**src/rtl/hmc830_pkg.sv**
```systemverilog
//==============================================================================
// Module   : hmc830_pkg
// Brief    : HMC830 register/chip-address defaults, sequencer state codes and
//            the Open-Mode frame builder.
// Revision : 1.0
//==============================================================================
`timescale 1ns/1ps
`default_nettype none

package hmc830_pkg;

    localparam logic [2:0] c_CHIP_ADDR = 3'b000;
    localparam logic [4:0] c_REG_INT   = 5'h03;
    localparam logic [4:0] c_REG_FRAC  = 5'h04;

    localparam int         c_ST_W      = 3;
    localparam logic [c_ST_W-1:0] c_ST_IDLE  = 3'd0;
    localparam logic [c_ST_W-1:0] c_ST_LOAD  = 3'd1;
    localparam logic [c_ST_W-1:0] c_ST_SHIFT = 3'd2;
    localparam logic [c_ST_W-1:0] c_ST_LATCH = 3'd3;
    localparam logic [c_ST_W-1:0] c_ST_GAP   = 3'd4;
    localparam logic [c_ST_W-1:0] c_ST_DONE  = 3'd5;

    // Frame = {data[23:0], reg[4:0], chip[2:0]}; the integer write carries N zero-extended.
    function automatic logic [31:0] build_frame(
        input logic        sel_frac,
        input logic [31:0] word,
        input logic [4:0]  reg_int,
        input logic [4:0]  reg_frac,
        input logic [2:0]  chip_addr
    );
        if (sel_frac) begin
            return {word[23:0], reg_frac, chip_addr};
        end
        return {16'h0000, word[31:24], reg_int, chip_addr};
    endfunction

endpackage

`default_nettype wire

```
**src/rtl/spi_frame_tx32.sv**
```systemverilog
//==============================================================================
// Module   : spi_frame_tx32
// Brief    : One 32-bit Open-Mode SPI frame: sck divider, MSB-first shifter and
//            the trailing sen latch phase.
// Revision : 1.0
//==============================================================================
`timescale 1ns/1ps
`default_nettype none

module spi_frame_tx32 #(
    parameter int CLK_DIV = 25
) (
    input  logic        clk,
    input  logic        rst,
    input  logic        start,
    input  logic [31:0] frame,
    output logic        sck,
    output logic        sdi,
    output logic        sen,
    output logic        frame_done
);

    localparam int                 c_DIV_W    = (CLK_DIV > 1) ? $clog2(CLK_DIV) : 1;
    localparam logic [c_DIV_W-1:0] c_DIV_LAST = c_DIV_W'(CLK_DIV - 1);

    localparam logic [1:0] c_PH_IDLE  = 2'd0;
    localparam logic [1:0] c_PH_SHIFT = 2'd1;
    localparam logic [1:0] c_PH_LATCH = 2'd2;

    logic [1:0]         r_phase;
    logic [1:0]         w_phase_nxt;
    logic [c_DIV_W-1:0] r_div;
    logic [4:0]         r_bitcnt;
    logic [30:0]        r_shreg;
    logic               r_sck;
    logic               r_sdi;
    logic               r_sen;
    logic               r_half;
    logic               w_div_end;
    logic               w_last_bit;

    assign w_div_end  = (r_div == c_DIV_LAST);
    assign w_last_bit = (r_bitcnt == 5'd31);

    always_ff @(posedge clk or posedge rst) begin
        if (rst) begin
            r_phase <= c_PH_IDLE;
        end else begin
            r_phase <= w_phase_nxt;
        end
    end

    always_comb begin
        w_phase_nxt = r_phase;
        case (r_phase)
            c_PH_IDLE:  if (start) w_phase_nxt = c_PH_SHIFT;
            c_PH_SHIFT: if (w_div_end && r_sck && w_last_bit) w_phase_nxt = c_PH_LATCH;
            c_PH_LATCH: if (w_div_end && r_half) w_phase_nxt = c_PH_IDLE;
            default:    w_phase_nxt = c_PH_IDLE;
        endcase
    end

    // Bit 31 goes straight to sdi at start, so the shifter only holds bits 30..0.
    always_ff @(posedge clk or posedge rst) begin
        if (rst) begin
            r_div    <= '0;
            r_bitcnt <= '0;
            r_shreg  <= '0;
            r_sck    <= 1'b0;
            r_sdi    <= 1'b0;
            r_sen    <= 1'b0;
            r_half   <= 1'b0;
        end else begin
            case (r_phase)
                c_PH_IDLE: begin
                    r_div <= '0;
                    if (start) begin
                        r_shreg  <= frame[30:0];
                        r_sdi    <= frame[31];
                        r_bitcnt <= '0;
                        r_sck    <= 1'b0;
                        r_half   <= 1'b0;
                    end
                end
                c_PH_SHIFT: begin
                    if (!w_div_end) begin
                        r_div <= r_div + 1'b1;
                    end else begin
                        r_div <= '0;
                        if (!r_sck) begin
                            r_sck <= 1'b1;
                        end else begin
                            r_sck <= 1'b0;
                            if (w_last_bit) begin
                                r_sdi  <= 1'b0;
                                r_sen  <= 1'b1;
                                r_half <= 1'b0;
                            end else begin
                                r_bitcnt <= r_bitcnt + 1'b1;
                                r_sdi    <= r_shreg[30];
                                r_shreg  <= {r_shreg[29:0], 1'b0};
                            end
                        end
                    end
                end
                c_PH_LATCH: begin
                    if (!w_div_end) begin
                        r_div <= r_div + 1'b1;
                    end else begin
                        r_div <= '0;
                        if (!r_half) begin
                            r_half <= 1'b1;
                        end else begin
                            r_sen <= 1'b0;
                        end
                    end
                end
                default: begin
                    r_div <= '0;
                    r_sck <= 1'b0;
                    r_sdi <= 1'b0;
                    r_sen <= 1'b0;
                end
            endcase
        end
    end

    assign sck        = r_sck;
    assign sdi        = r_sdi;
    assign sen        = r_sen;
    assign frame_done = (r_phase == c_PH_LATCH) && w_div_end && r_half;

endmodule

`default_nettype wire

```
**src/rtl/hmc830_spi_writer.sv**
```systemverilog
//==============================================================================
// Module   : hmc830_spi_writer
// Brief    : Turns each accepted {N, frac} word into REG03 then REG04 SPI writes
//            to the HMC830, with a one-deep last-wins pending buffer.
// Revision : 1.0
//==============================================================================
`timescale 1ns/1ps
`default_nettype none

module hmc830_spi_writer
    import hmc830_pkg::*;
#(
    parameter int         CLK_DIV   = 25,
    parameter int         GAP_CYC   = 50,
    parameter logic [2:0] CHIP_ADDR = c_CHIP_ADDR,
    parameter logic [4:0] REG_INT   = c_REG_INT,
    parameter logic [4:0] REG_FRAC  = c_REG_FRAC
) (
    input  logic        clk,
    input  logic        rst,
    input  logic        load,
    input  logic [31:0] int_frac_data,
    output logic        busy,
    output logic        done,
    output logic        sck,
    output logic        sdi,
    output logic        sen
);

    localparam int                 c_GAP_W    = (GAP_CYC > 1) ? $clog2(GAP_CYC) : 1;
    localparam logic [c_GAP_W-1:0] c_GAP_LAST = c_GAP_W'(GAP_CYC - 1);

    logic [c_ST_W-1:0]  r_state;
    logic [c_ST_W-1:0]  w_state_nxt;
    logic [31:0]        r_word;
    logic [31:0]        r_pend_word;
    logic               r_pend_valid;
    logic               r_sel;
    logic [c_GAP_W-1:0] r_gap_cnt;
    logic               w_gap_end;
    logic               w_start;
    logic               w_frame_done;
    logic               w_sen;
    logic [31:0]        w_frame;

    assign w_gap_end = (r_gap_cnt == c_GAP_LAST);
    assign w_frame   = build_frame(r_sel, r_word, REG_INT, REG_FRAC, CHIP_ADDR);

    always_ff @(posedge clk or posedge rst) begin
        if (rst) begin
            r_state <= c_ST_IDLE;
        end else begin
            r_state <= w_state_nxt;
        end
    end

    // SHIFT/LATCH follow the transmitter; frame_done is the only exit from either.
    always_comb begin
        w_state_nxt = r_state;
        case (r_state)
            c_ST_IDLE:  if (load || r_pend_valid) w_state_nxt = c_ST_LOAD;
            c_ST_LOAD:  w_state_nxt = c_ST_SHIFT;
            c_ST_SHIFT: begin
                if (w_frame_done)  w_state_nxt = c_ST_GAP;
                else if (w_sen)    w_state_nxt = c_ST_LATCH;
            end
            c_ST_LATCH: if (w_frame_done) w_state_nxt = c_ST_GAP;
            c_ST_GAP:   if (w_gap_end) w_state_nxt = r_sel ? c_ST_DONE : c_ST_LOAD;
            c_ST_DONE:  w_state_nxt = c_ST_IDLE;
            default:    w_state_nxt = c_ST_IDLE;
        endcase
    end

    always_comb begin
        busy    = (r_state != c_ST_IDLE);
        done    = (r_state == c_ST_DONE);
        w_start = (r_state == c_ST_LOAD);
    end

    // A pending word beats a fresh load in IDLE; the fresh one then becomes pending.
    always_ff @(posedge clk or posedge rst) begin
        if (rst) begin
            r_word       <= '0;
            r_pend_word  <= '0;
            r_pend_valid <= 1'b0;
            r_sel        <= 1'b0;
            r_gap_cnt    <= '0;
        end else begin
            if (r_state == c_ST_IDLE) begin
                r_sel <= 1'b0;
                if (r_pend_valid) begin
                    r_word       <= r_pend_word;
                    r_pend_valid <= load;
                    if (load) begin
                        r_pend_word <= int_frac_data;
                    end
                end else if (load) begin
                    r_word <= int_frac_data;
                end
            end else if (load) begin
                r_pend_word  <= int_frac_data;
                r_pend_valid <= 1'b1;
            end

            if (r_state == c_ST_GAP) begin
                r_gap_cnt <= w_gap_end ? '0 : r_gap_cnt + 1'b1;
                if (w_gap_end) begin
                    r_sel <= 1'b1;
                end
            end else begin
                r_gap_cnt <= '0;
            end
        end
    end

    spi_frame_tx32 #(
        .CLK_DIV (CLK_DIV)
    ) u_tx (
        .clk        (clk),
        .rst        (rst),
        .start      (w_start),
        .frame      (w_frame),
        .sck        (sck),
        .sdi        (sdi),
        .sen        (w_sen),
        .frame_done (w_frame_done)
    );

    assign sen = w_sen;

endmodule

`default_nettype wire
```
**config.mk**
```make
export PLATFORM = sky130hd
export DESIGN_NAME = hmc830_spi_writer
export DESIGN_NICKNAME = d
export VERILOG_FILES = /design/src/rtl/hmc830_pkg.sv /design/src/rtl/spi_frame_tx32.sv /design/src/rtl/hmc830_spi_writer.sv
export SDC_FILE = /design/constraint.sdc
export NUM_CORES = 1
export LEC_CHECK = 0
export ABC_AREA = 1
export CAP_MARGIN = 30
export CELL_PAD_IN_SITES_DETAIL_PLACEMENT = 1
export CELL_PAD_IN_SITES_GLOBAL_PLACEMENT = 1
export CORE_MARGIN = 2
export CORE_UTILIZATION = 47
export DETAILED_ROUTE_END_ITERATION = 6
export PLACE_DENSITY = 0.81
export REMOVE_ABC_BUFFERS = 1
export SLEW_MARGIN = 20
export SYNTH_ARGS = -nofsm -noshare
export SYNTH_HDL_FRONTEND = slang
export SYNTH_HIERARCHICAL = 1
export SYNTH_SLANG_ARGS = --single-unit
```
**constraint.sdc**
```tcl
create_clock -name clk -period 6.72 [get_ports clk]
set_clock_uncertainty 0.1 [all_clocks]
set_input_delay 0.672 -clock clk [delete_from_list [all_inputs] [get_ports clk]]
set_output_delay 0.672 -clock clk [all_outputs]
set_load 0.005 [all_outputs]
```
placed.png
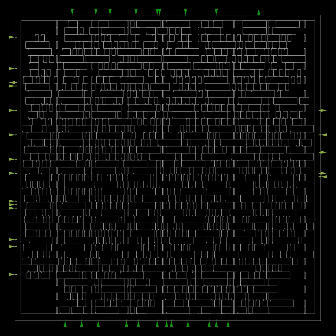
sequential cell count: 122
post-route core utilization: 0.556

==> run summary <==
On the backend side, the flow ran end to end.

The die extent in y stands at 119 um. STA classifies the critical path endpoint as an output pin. The final antenna diode count stands at 0. The instance tally after logic synthesis stands at 826. The finished design was reported to have a net count of roughly 900. The share of total power dissipated in combinational logic is 0.357. The HPWL after detailed placement stands at 9.72 mm.

The sequential group share of total power stands at 0.369. In this run the tool buffered the top-level ports with 39 buffer cells. The length of routed wiring on met1 stands at 6.43 mm. The met2 global-route usage stands at 0.414. The layout report gives the multi-input gate share of total cell area as 0.360. The synthesized netlist was found by Yosys to have between 800 and 900 cells. The number of buffers inserted to repair setup after CTS stands at 0. The layout summary lists the proportion of cells stronger than drive strength 1 as 0.0805. The count of endpoints failing hold in the final timing report stands at 0.

The mux share of post-synthesis cell area stands at 0. The detailed router reported a total wirelength of 14.8 mm. The mean number of vias per cell stands at ~5.1. The global-route wire length before repair stands at approximately 26 mm. The transition time recorded at the tightest slew-check pin is approximately 0.73 ns. The headroom to the max-slew limit stands at 0.513.

The worst register-to-register path depth is 9. The post-place instance area stands at roughly 0.0067 mm^2. The adder and majority cell fraction of the synthesized area stands at 0.0201.

After detailed routing, no signal wire sits above met4. The number of buffers inserted for hold repair after clock tree synthesis stands at 0. TritonCTS reports the number of clock sinks as ~120.

In this run, the synthesized area fraction spent on and/or/nand/nor cells is recorded as 0.284. Per the CTS log, the maximum H-tree level is 4. The part of the cycle the worst path needs stands at 0.428. STA classifies the critical path startpoint as a register. The area share of the largest cell type after synthesis stands at 0.490. The power report lists the clock group at 0.000836 W. The biggest slice of the total power is consumed by sequential cells. The post-synthesis cell area stands at 0.00623 mm^2. The synthesized netlist has a Yosys-reported chip area of 0.00623 mm^2. Sorting the synthesized cells by how often they occur yields sky130_fd_sc_hd__nand2_1, sky130_fd_sc_hd__dfrtp_1, sky130_fd_sc_hd__inv_1, sky130_fd_sc_hd__o21ai_0, sky130_fd_sc_hd__nor2_1. Among cell families on the critical path, the largest total delay comes from buffers and inverters. Fill cells in the final layout number 1622. The count of unresolved DRC violations after routing stands at 0.

The run finished with clean final reports. The relative area of non-clock buffer cells in the final design stands at 0.0695. The root buffer cell chosen for the clock tree is sky130_fd_sc_hd__clkbuf_16. The switching component of the power was reported as between 0.001 and 0.0015 W.

Per Yosys stat, the portion of area used by sequential elements is 0.490. Post-CTS repair ended up resizing 0 cells. The top-level I/O count stands at approximately 40. The main area contributors are sky130_fd_sc_hd__dfrtp_1, sky130_fd_sc_hd__nand2_1, sky130_fd_sc_hd__o21ai_0, sky130_fd_sc_hd__inv_1, sky130_fd_sc_hd__o21ai_2.

The worst hold path cell count stands at 2. Global route summary, busiest routing layer listed as met2. The routed design could run at a clock period as short as 2.88 ns. The last weighted congestion value of the routability-driven placer stands at 0.760. The power report lists the sequential group at 0.00113 W. The detailed-route via count stands at between 5000 and 6000.

The number of different library cells used by synthesis comes to 29. The number of signal-net inverters in the final layout stands at 89. The sequential share of cell area stands at 0.420. The total number of yosys warnings stands at 6. Walking the critical path from launch to capture passes 5 cell instances. STA lists the endpoint of the worst register-to-register path as u_tx/r_shreg[2]. The violation tally recorded at the end of detailed-routing iteration 0 is 205. The final layout report lists a non-clock buffer count of 49. The total die size stands at ~0.014 mm^2. The critical path's slowest stage uses the library cell sky130_fd_sc_hd__clkdlybuf4s50_1.

The number of clock buffers added by TritonCTS is 17. The arrival time reported for the critical path endpoint stands at 2.10 ns. Of the total power, the clock network draws 0.273. The met1 capacity usage during global routing stands at 0.273. Tracing the worst setup path back leads to its startpoint at r_state[1].

The met2 layer wire length in the routed design stands at 7.80 mm. Wire segments on met3 add up to 354 um in the final route. Per the post-synthesis stats, the area per cell is 7.54 um^2.

Following the worst setup path forward leads to its endpoint at busy. The critical path in this run is classified as register to output pin. Per the final report, the share of cell area in clock cells is 0.0741. The largest fanout of any net on the critical path stands at 27. The post-route worst setup slack stands at 3.84 ns. After global routing the overflow that remains totals 0. According to the report, the first pass of detailed routing completed in 4 iterations.
pinout.png
Scale: 4 px per um. Pins as bars across the die edge, other pins in grey.
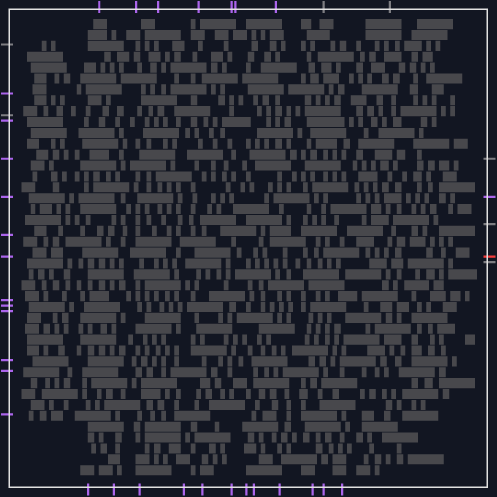
colour	port	pins	direction	edge
purple	int_frac_data	32	input	12 bottom, 12 left, 7 top, 1 right
red	sck	1	output	right

Power figures rest on the tool's default switching activity, not on a simulated workload.
